Fig. 1: the metal 3 layer
Drawn at 2 px/µm. Cells faint in the background.
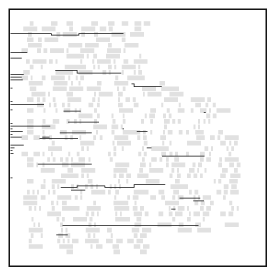
Fig. 2: metal 2
Drawn at 4 px/µm.
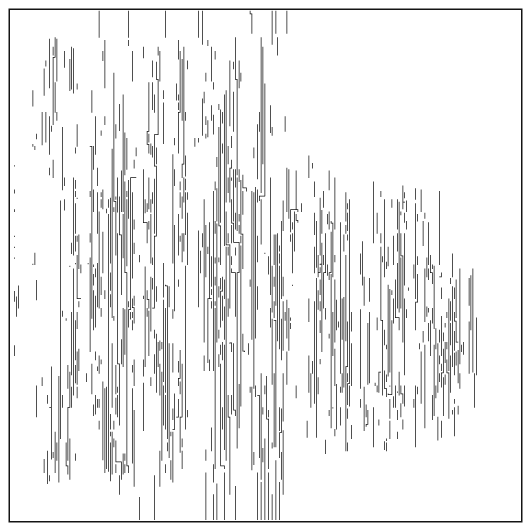
## src/rtl/rat_io_timer.sv

```systemverilog
// Peripheral-side port-bus responder for the RAT MCU: LED register, 16-bit
// down-counting timer, synchronized switch inputs and a level interrupt.
module rat_io_timer #(
  parameter logic [7:0] SW_ID       = 8'h20,
  parameter logic [7:0] LED_ID      = 8'h40,
  parameter logic [7:0] TMR_LO_ID   = 8'h31,
  parameter logic [7:0] TMR_HI_ID   = 8'h32,
  parameter logic [7:0] TMR_CTRL_ID = 8'h33,
  parameter logic [7:0] TMR_STAT_ID = 8'h34
) (
  input  logic       CLK,
  input  logic       RESET,
  input  logic [7:0] PORT_ID,
  input  logic [7:0] OUT_PORT,
  input  logic       IO_STRB,
  input  logic [7:0] SWITCHES,
  output logic [7:0] IN_PORT,
  output logic [7:0] LEDS,
  output logic       INTR
);

  localparam int unsigned CNT_W = 16;

  logic [7:0]       reload_lo;
  logic [7:0]       reload_hi;
  logic [7:0]       ctrl;
  logic [CNT_W-1:0] count;
  logic [1:0]       pending;
  logic [7:0]       sw_meta;
  logic [7:0]       sw_sync;
  logic [7:0]       sw_prev;

  logic             wr_led;
  logic             wr_lo;
  logic             wr_hi;
  logic             wr_ctrl;
  logic             wr_stat;
  logic             load;
  logic             tmr_expire;
  logic             sw_rise;
  logic [1:0]       pending_next;
  logic [CNT_W-1:0] reload;

  assign wr_led  = IO_STRB && (PORT_ID == LED_ID);
  assign wr_lo   = IO_STRB && (PORT_ID == TMR_LO_ID);
  assign wr_hi   = IO_STRB && (PORT_ID == TMR_HI_ID);
  assign wr_ctrl = IO_STRB && (PORT_ID == TMR_CTRL_ID);
  assign wr_stat = IO_STRB && (PORT_ID == TMR_STAT_ID);

  assign reload     = {reload_hi, reload_lo};
  assign load       = wr_ctrl && OUT_PORT[0];
  assign tmr_expire = ctrl[0] && !load && (count == '0);
  assign sw_rise    = |(sw_sync & ~sw_prev);

  // Clearing by a status write loses to a same-cycle set event.
  assign pending_next = (wr_stat ? 2'b00 : pending) | {sw_rise, tmr_expire};

  always_ff @(posedge CLK) begin
    if (RESET) begin
      LEDS      <= 8'h00;
      reload_lo <= 8'h00;
      reload_hi <= 8'h00;
      ctrl      <= 8'h00;
      count     <= '0;
      pending   <= 2'b00;
      sw_meta   <= 8'h00;
      sw_sync   <= 8'h00;
      sw_prev   <= 8'h00;
      INTR      <= 1'b0;
    end else begin
      sw_meta <= SWITCHES;
      sw_sync <= sw_meta;
      sw_prev <= sw_sync;

      if (wr_led) LEDS <= OUT_PORT;
      if (wr_lo)  reload_lo <= OUT_PORT;
      if (wr_hi)  reload_hi <= OUT_PORT;

      // A CTRL write overrides the one-shot self-disable in the same cycle.
      if (wr_ctrl) begin
        ctrl <= OUT_PORT;
      end else if (tmr_expire && !ctrl[1]) begin
        ctrl[0] <= 1'b0;
      end

      if (load) begin
        count <= reload;
      end else if (ctrl[0]) begin
        if (count != '0) begin
          count <= count - CNT_W'(1);
        end else if (ctrl[1]) begin
          count <= reload;
        end
      end

      pending <= pending_next;
      INTR    <= (pending[0] & ctrl[2]) | (pending[1] & ctrl[3]);
    end
  end

  // Zero-latency read mux; reads have no side effects.
  always_comb begin
    IN_PORT = 8'h00;
    case (PORT_ID)
      SW_ID:       IN_PORT = sw_sync;
      LED_ID:      IN_PORT = LEDS;
      TMR_LO_ID:   IN_PORT = reload_lo;
      TMR_HI_ID:   IN_PORT = reload_hi;
      TMR_CTRL_ID: IN_PORT = ctrl;
      TMR_STAT_ID: IN_PORT = {6'b000000, pending};
      default:     IN_PORT = 8'h00;
    endcase
  end

endmodule

```

## config.mk

```make
export PLATFORM = sky130hd
export DESIGN_NAME = rat_io_timer
export DESIGN_NICKNAME = d
export VERILOG_FILES = /design/src/rtl/rat_io_timer.sv
export SDC_FILE = /design/constraint.sdc
export NUM_CORES = 1
export LEC_CHECK = 0
export CAP_MARGIN = 30
export CELL_PAD_IN_SITES_DETAIL_PLACEMENT = 1
export CELL_PAD_IN_SITES_GLOBAL_PLACEMENT = 1
export CORE_MARGIN = 5
export CORE_UTILIZATION = 25
export DETAILED_ROUTE_END_ITERATION = 6
export GPL_TIMING_DRIVEN = 0
export HOLD_SLACK_MARGIN = 0.1
export PLACE_DENSITY = 0.53
export SYNTH_ARGS = -nofsm -noshare
export SYNTH_HDL_FRONTEND = slang
export SYNTH_SLANG_ARGS = --single-unit
```

## constraint.sdc

```tcl
create_clock -name CLK -period 5.6 [get_ports CLK]
set_input_delay 1.12 -clock CLK [delete_from_list [all_inputs] [get_ports CLK]]
set_output_delay 1.12 -clock CLK [all_outputs]
set_load 0.05 [all_outputs]
```

==> summary.log <==
INFO  route          highest-signal-layer=met4
INFO  yosys          synth-warning-count=0
INFO  worst_hold_path type_of_the_tightest_min_delay_check=flop to flop
INFO  grt            use_met2=26.52%
INFO  finish         finalInstanceArea=4428µm²
INFO  yosys          post_synth_inst_count=415
INFO  sta            max_slew.worst_pin.slew=0.6512ns
INFO  worst_hold_path min_delay_path_depth=1
INFO  setup_path     endpoint_kind=primary output
INFO  grt            gr-usage-met3=3.333%
INFO  finish         fill_cells=1,651
INFO  sta            fmaxAchievable=190.6MHz
INFO  placed_design  routabilityCongestion=0.8248
INFO  route          dr.first_iter.drc_count=227
INFO  placed_design  dp_cells=638
INFO  worst_hold_path worstHoldStart=sw_meta[5]
INFO  sta            rsz_0062_raised_after_global_routing=false
INFO  die            initial_core_util=25.27%
INFO  run_status     outcome=finished clean
INFO  yosys          synth_cell_type_count=55
INFO  yosys          area_leaders=dfxtp_1 43%, nand2_1 6.8%, a21oi_1 5.9%
INFO  power          power_clock=610µW
INFO  yosys          ys_ff=75
INFO  setup_path     worst_setup_path_start_kind=primary input
INFO  setup_path     worstPathMaxFanout=10
INFO  setup_path     cp.arrival=4.13ns
INFO  placed_design  place.port_buffers=42
INFO  yosys          async_set_or_reset_register_ratio_after_synthesis=0%
INFO  route          vias=3,333
INFO  setup_path     timing.critical_path.slowest_stage_cell=clkdlybuf4s50_1
INFO  power          pg_comb=62.8µW
INFO  die            ports=44
INFO  cts            worst_skew_pair.late_latency=0.34ns
INFO  cts            cts-htree-levels=3
INFO  yosys          postSynthSeqShare=43.31%
INFO  cts            cts_tree=yes
INFO  sta            worst_slew_margin_rel=56.26%
INFO  cts            cts_root_buffer=clkbuf_16
INFO  die            fp.coreArea=13,720µm²
INFO  run            cap_violations=0
INFO  route          routedWlPerCell=18.99µm
INFO  placed_design  place_area=4120µm²
INFO  yosys          syn-num-nets=444
INFO  die            die.size.x=127.8µm
INFO  grt            gr-total-overflow=0
INFO  setup_path     crit_start=PORT_ID[1]
INFO  yosys          post_synth_fa_ha_maj_area_fraction=0.7218%
INFO  setup_path     most_prevalent_standard_cell_on_the_critical_path=clkdlybuf4s50_1
INFO  yosys          ys_cells=415
INFO  power          cellInternalPower=920.8µW
INFO  power          sequentialPowerShare=44.8%
INFO  setup_path     path_class=primary input to primary output
INFO  run            log.warning_count=27
INFO  cts            tritoncts.num_buffers=9
INFO  grt            grt_antenna_before_repair=0
INFO  route          tally_of_nets_with_antenna_violations_remaining_after_routing=0
INFO  grt            total_routing_resource_utilization_after_global_routing=15.71%
INFO  sta            timing.final.crit_period=5.248ns
INFO  power          cellLeakagePower=1.563nW
-- Fig. 1 (at the start) --
33 nets have wire on it. The layer carries 468 µm of wire. The layer holds 3.8% of the routed length. The longest straight run is 67.6 µm. The wires run mostly horizontal.

-- Fig. 2 (at the start) --
The layer carries 6,150 µm of wire. 429 nets have wire on it. The wires run mostly vertical. The layer holds 50% of the routed length. The longest straight run is 64.3 µm.

[final cells by class]
cell class / instances / area [µm²] / share of cell area (%)
multi-input cells: 301 / 1803 / 40.72
flip-flops and latches: 75 / 1501 / 33.91
repair buffers: 43 / 427.9 / 9.664
clock buffers: 9 / 225.2 / 5.086
well taps: 180 / 225.2 / 5.086
plain buffers: 22 / 98.84 / 2.232
clock inverters: 7 / 82.58 / 1.865
inverters: 17 / 63.81 / 1.441
[critical path: cells and delay by family]
kind | cells | cell delay, ns
compound gates | 1 | 0.09
simple gates | 3 | 1.28
buf+inv | 3 | 1.63
[flip-flops by register name, summed over array words and instances, names as in the netlist]
register,count
count,16
LEDS,8
ctrl,8
reload_hi,8
reload_lo,8
sw_meta,8
sw_prev,8
sw_sync,8
pending,2
INTR,1
Power and IR drop assume default switching activity.
